**Run 1: PDN straps and rails**

The bar under the picture is 10 um long. Pins as bars on the die edge.
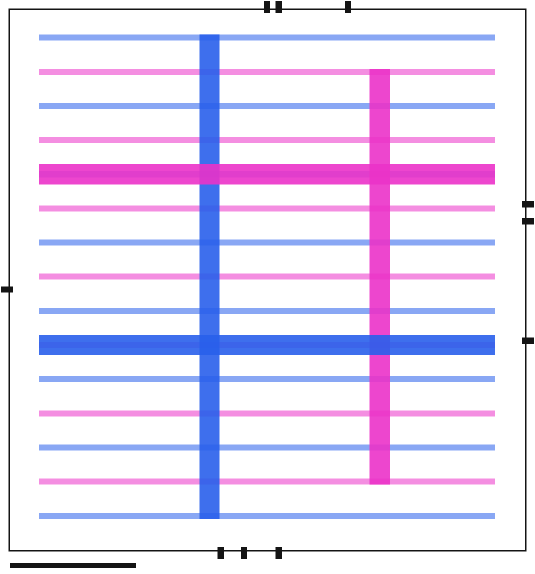
**Run 1: placement by cell class**

The bar under the picture is 10 um long.
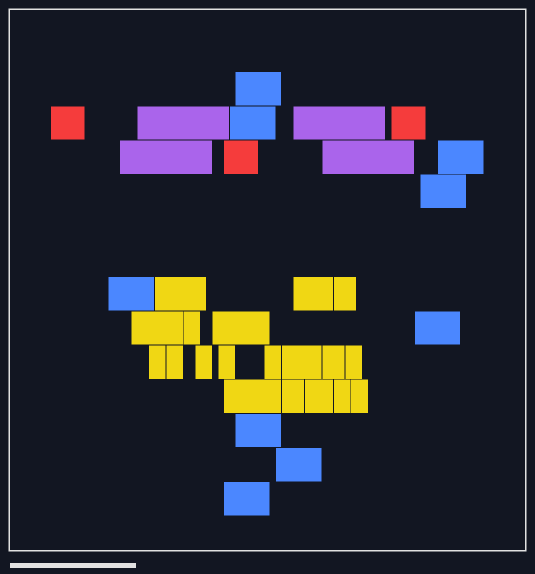
**Run 1: clock wires, drivers and flops**

The bar under the picture is 10 um long.
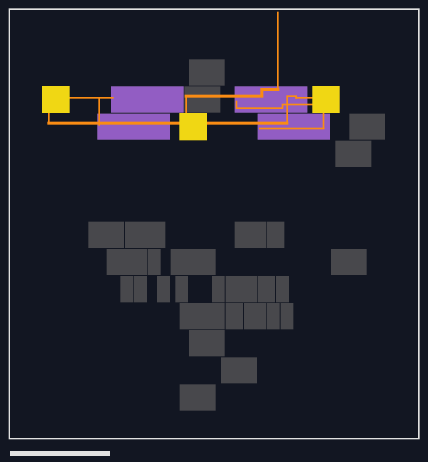
**Run 1: wiring by layer**

Two of the layers only.
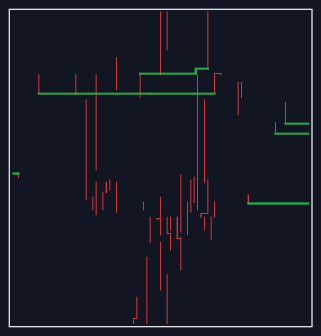
==> config.mk <==
export PLATFORM = sky130hd
export DESIGN_NAME = comp_sume3
export DESIGN_NICKNAME = d
export VERILOG_FILES = /design/src/rtl/bcd_pkg.sv /design/src/rtl/add3_core.sv /design/src/rtl/comp_sume3.sv
export SDC_FILE = /design/constraint.sdc
export NUM_CORES = 1
export LEC_CHECK = 0
export ABC_AREA = 0
export CORE_AREA = 2 2 39 41
export CTS_CLUSTER_DIAMETER = 30
export DETAILED_ROUTE_END_ITERATION = 8
export DIE_AREA = 0 0 41 43
export PLACE_DENSITY = 0.33
export SLEW_MARGIN = 30
export SYNTH_ARGS = -nofsm -noshare
export SYNTH_HDL_FRONTEND = slang
export SYNTH_SLANG_ARGS = --single-unit
==> constraint.sdc <==
create_clock -name clk -period 2.2 [get_ports clk]
set_input_delay 0.33 -clock clk [delete_from_list [all_inputs] [get_ports clk]]
set_output_delay 0.33 -clock clk [all_outputs]
set_load 0.01 [all_outputs]
==> src/rtl/bcd_pkg.sv <==
// Shared constants and the add-3 rule for the binary-to-BCD converter datapath.
package bcd_pkg;

    localparam int unsigned     DIGIT_W     = 4;
    localparam logic [3:0]      ADD3_THRESH = 4'd5;
    localparam logic [3:0]      ADD3_OFFSET = 4'd3;

    // Double-dabble correction: add 3 to any digit >= 5, 4-bit wrap, carry dropped.
    function automatic logic [DIGIT_W-1:0] add3(input logic [DIGIT_W-1:0] d);
        logic [DIGIT_W-1:0] r;
        r = d;
        if (d >= ADD3_THRESH) begin
            r = d + ADD3_OFFSET;
        end
        return r;
    endfunction

endpackage

==> src/rtl/add3_core.sv <==
// Combinational add-3 correction of one 4-bit digit.
module add3_core
    import bcd_pkg::*;
(
    input  logic [DIGIT_W-1:0] d,
    output logic [DIGIT_W-1:0] s
);

    // Apply the correction rule; codes 10-15 follow the same wrap rule.
    always_comb begin
        s = add3(d);
    end

endmodule

==> src/rtl/comp_sume3.sv <==
// Add-3 correction cell with optional output register.
module comp_sume3
    import bcd_pkg::*;
#(
    parameter bit REG_OUT = 1'b1
) (
    input  logic               clk,
    input  logic               rst,
    input  logic               inA,
    input  logic               inB,
    input  logic               inC,
    input  logic               inD,
    output logic [DIGIT_W-1:0] S
);

    logic [DIGIT_W-1:0] digit;
    logic [DIGIT_W-1:0] corrected;

    assign digit = {inA, inB, inC, inD};

    add3_core u_core (
        .d (digit),
        .s (corrected)
    );

    generate
        if (REG_OUT) begin : g_reg
            // Register the corrected digit; reset value 0 equals f(0).
            always_ff @(posedge clk) begin
                if (rst) begin
                    S <= '0;
                end else begin
                    S <= corrected;
                end
            end
        end else begin : g_comb
            // Clock and reset have no function in the combinational build.
            logic unused_clk_rst;
            assign unused_clk_rst = clk ^ rst;
            assign S = corrected;
        end
    endgenerate

endmodule

==> flow_metrics.env, run 1 <==
# flow metrics
export IMPL_status="finished, final reports clean"
export IMPL_endpoint="S[1]"
export IMPL_leakage_nw=0.141
export IMPL_compound_area_share_pct=9.38
export IMPL_ff_latch_area_um2=80.1
export IMPL_logic_area_um2=113
export IMPL_cp_num_buf_inv=2
export IMPL_ys_seq_share_pct=40.0
export IMPL_largest_reg_flops=4
export IMPL_hold_viol=0
export IMPL_rsz0062_at_grt="false"
export IMPL_wl_met1_um=151
export IMPL_clk_path_buf_depth=2
export IMPL_grt_use_total_pct=5.92
export IMPL_yosysCellCount=23
export IMPL_post_dp_cell_area_um2=310
export IMPL_wl_per_cell_um=7.98
export IMPL_mux_share_pct=11.2
export IMPL_holdBufCountCts=0
export IMPL_slew_headroom_pct=86.3
export IMPL_tool_warnings=27
export IMPL_fin_cells=51
export IMPL_edf_count=0
export IMPL_antenna_cells=0
export IMPL_top_logic_kind="simple AND/OR/NAND/NOR gates"
export IMPL_clk_pin_slew_ns=0.04
export IMPL_nClkBuffers=3
export IMPL_logic_gates=17
export IMPL_intPower_mw=0.165
export IMPL_synthesis_nets=31
export IMPL_cts_buffers_inserted=3
export IMPL_drc_errors=0
export IMPL_layout_top_cells="clkdlybuf4s50_1 (9), nor2_1 (5), dfxtp_1 (4), clkbuf_4 (3)"
export IMPL_top_layer="met3"
export IMPL_power_frac_seq_pct=37.7
export IMPL_layout_nets=45
export IMPL_required_ns=2.31
export IMPL_ios=10
export IMPL_syn_inst=23
export IMPL_synthFlopType="dfxtp_1"
export IMPL_ir_worst_vdd_mv=0.450
export IMPL_ctsResizeCount=0
export IMPL_fa_ha_area_share_pct=12.5
export IMPL_ant_nets=0
export IMPL_critical_path_top_delay_family="buffers and inverters"
export IMPL_tapCellCount=16
export IMPL_clock_sinks=4
export IMPL_worst_pin_slew_ns=0.204
export IMPL_fp_util_pct=14.5
export IMPL_switchingPower_mw=0.0471
export IMPL_h_tree_depth=1
export IMPL_finalPower_mw=0.212
export IMPL_drv_cap=0
export IMPL_grt_use_met3_pct=7.85
export IMPL_die_h_um=43
export IMPL_critical_path_max_stage_delay_ns=0.47
export IMPL_grt_util_met2_pct=7.81
export IMPL_cp_slowest_cell="clkdlybuf4s50_1"
export IMPL_top_area_cell_class="multi-input combinational cells"
export IMPL_wirelength_um=407
export IMPL_p_sw_share_pct=22.2
export IMPL_synthesis_area_um2=200
export IMPL_area_leaders="dfxtp_1 (40%), ha_1 (13%), mux2_2 (11%)"
export IMPL_path_max_fanout=3
export IMPL_placed_cells=48
export IMPL_ys_sh_xor_pct=4.38
export IMPL_grt_overflow=0
export IMPL_clk_share_pct=6.77
export IMPL_die_x_um=41
export IMPL_cts_tree="done"
export IMPL_grt_pass1_vias=165
export IMPL_powerComb_mw=0.0426
export IMPL_startpoint="inC"
export IMPL_grt_pass1_wl_um=614
export IMPL_power_density_nw_per_um2=637
export IMPL_sh_comb_area_pct=33.8
export IMPL_drtIter0Drc=4
export IMPL_gp_congestion=0.616
export IMPL_n_fill_cell=152
export IMPL_ys_warn_count=0
Back to the opening pictures, 'PDN straps and rails':
Key: VSS = blue; VDD = magenta
The core has 14 rows. 2 straps on met4. 10 signal pins sit on the boundary.

Back to the opening pictures, 'placement by cell class':
Key: remaining buffers and delay cells = blue [cells 9]; remaining logic cells = yellow [cells 19]; sequential cells = purple [cells 4]; clock-net drivers = red [cells 3]
Design Area, Final: 333 um2
total core area: 1380 um2
fraction of area in registers: 24.1%
row count: 14
Core Util, Final: 24.1%

Back to the opening pictures, 'clock wires, drivers and flops':
Key: clock-net drivers = yellow [count 3]; flip-flops = purple [count 4]; clock wires = orange [length 79.5 um]
There are 4 routed clock nets.
P_clk: 0.0895 mW
clock power share: 42.2%

Back to the opening pictures, 'wiring by layer':
Key: M3 = green [wire length 50.3 um]; M2 = red [wire length 206 um]

**Run 1: placed standard cells**

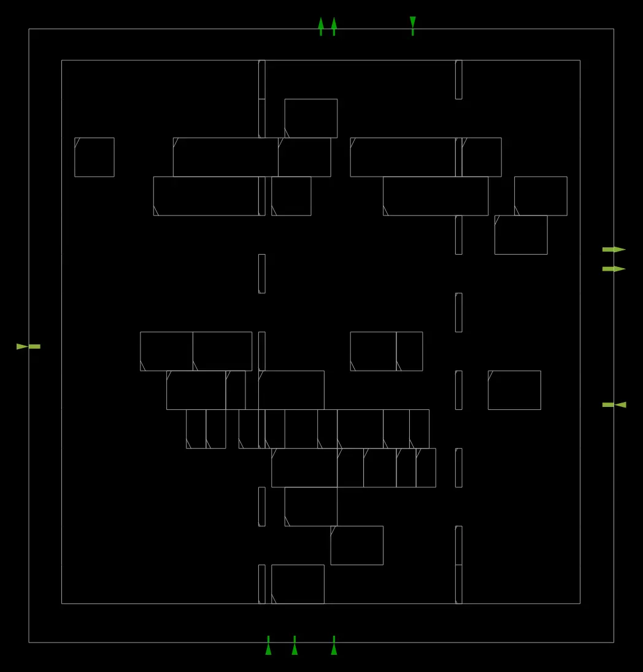

==> run 2, diff against run 1 <==
- clock period: 2.2 -> 1.6 ns (I/O delays scaled with it)
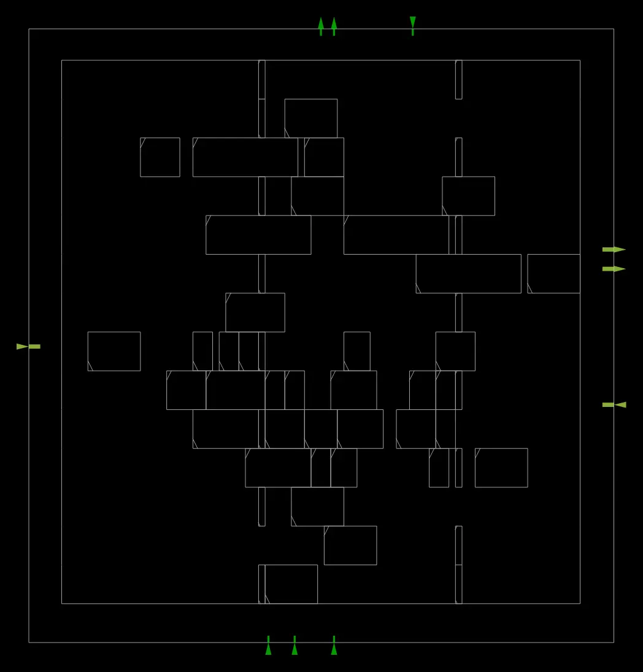
**Above:** run 2 (placed standard cells).
fraction of area in registers: 22.5%
Core Util, Final: 25.7%
filler instances: 149
fin cells: 54
flop count: 4

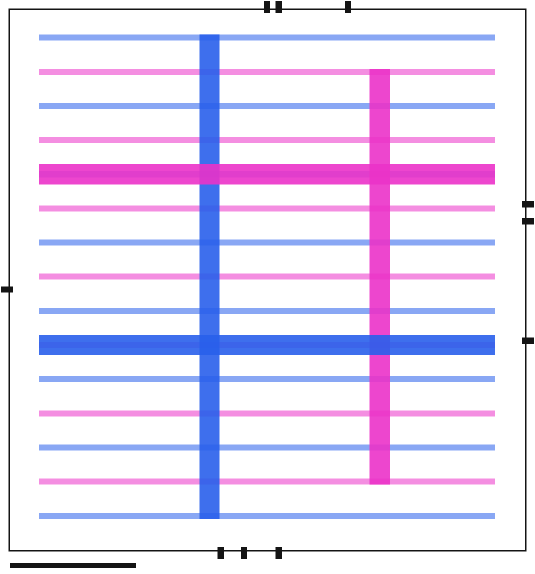
**Above:** run 2 (PDN straps and rails).
The bar under the picture is 10 um long. Pins as bars on the die edge.
Key: VDD = magenta; VSS = blue
15 met1 rails follow the rows. 10 signal pins sit on the boundary. 2 straps on met5. 2 straps on met4. The core has 14 rows.

==> run 2 against run 1 <==
Design area grew 6.8%. Highest routed layer is now met4. Largest cell class unchanged. Clock-buffer cell count unchanged. Hold slack worse by 0.10 ns. Non-clock buffer count rose by 3. Critical path depth unchanged. Clock power is 41% higher.
==> flow_metrics.env, run 2 <==
# flow metrics
export IMPL_power_density_nw_per_um2=845
export IMPL_cp_num_buf_inv=2
export IMPL_drtIter0Drc=10
export IMPL_synthesis_nets=31
export IMPL_edf_count=0
export IMPL_drv_cap=0
export IMPL_grt_pass1_vias=194
export IMPL_ios=10
export IMPL_cts_buffers_inserted=3
export IMPL_slew_headroom_pct=86.5
export IMPL_power_frac_seq_pct=36.5
export IMPL_tool_warnings=27
export IMPL_clk_pin_slew_ns=0.04
export IMPL_cts_tree="done"
export IMPL_logic_area_um2=113
export IMPL_layout_top_cells="clkdlybuf4s50_1 (9), nor2_1 (5), dfxtp_1 (4), clkbuf_4 (3), buf_4 (3)"
export IMPL_h_tree_depth=1
export IMPL_leakage_nw=0.155
export IMPL_top_area_cell_class="multi-input combinational cells"
export IMPL_clk_share_pct=6.34
export IMPL_required_ns=1.72
export IMPL_grt_overflow=0
export IMPL_layout_nets=48
export IMPL_ir_worst_vdd_mv=0.378
export IMPL_path_max_fanout=3
export IMPL_wl_met1_um=159
export IMPL_p_sw_share_pct=22.9
export IMPL_intPower_mw=0.231
export IMPL_syn_inst=23
export IMPL_mux_share_pct=11.2
export IMPL_row_count=14
export IMPL_nClkBuffers=3
export IMPL_ff_latch_area_um2=80.1
export IMPL_grt_pass1_wl_um=690
export IMPL_sh_comb_area_pct=31.7
export IMPL_yosysCellCount=23
export IMPL_synthesis_area_um2=200
export IMPL_tapCellCount=16
export IMPL_worst_pin_slew_ns=0.202
export IMPL_p_clk_share_pct=42.0
export IMPL_finalPower_mw=0.300
export IMPL_endpoint="S[1]"
export IMPL_fa_ha_area_share_pct=12.5
export IMPL_logic_gates=17
export IMPL_area_leaders="dfxtp_1 (40%), ha_1 (13%), mux2_2 (11%)"
export IMPL_ys_sh_xor_pct=4.38
export IMPL_largest_reg_flops=4
export IMPL_compound_area_share_pct=9.38
export IMPL_critical_path_max_stage_delay_ns=0.47
export IMPL_status="finished, final reports clean"
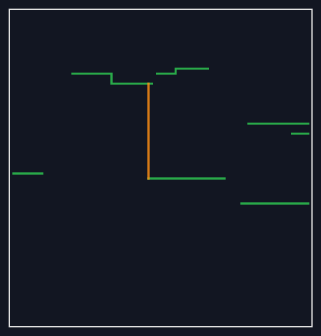
**Above:** run 2 (wiring by layer).
Two of the layers only.
Key: M4 = orange [wire length 12.9 um]; M3 = green [wire length 53.2 um]
via count: 198
routed len/inst: 7.63 um
WL final: 412 um

No activity file was given, so power comes from the tool's default toggle rates.
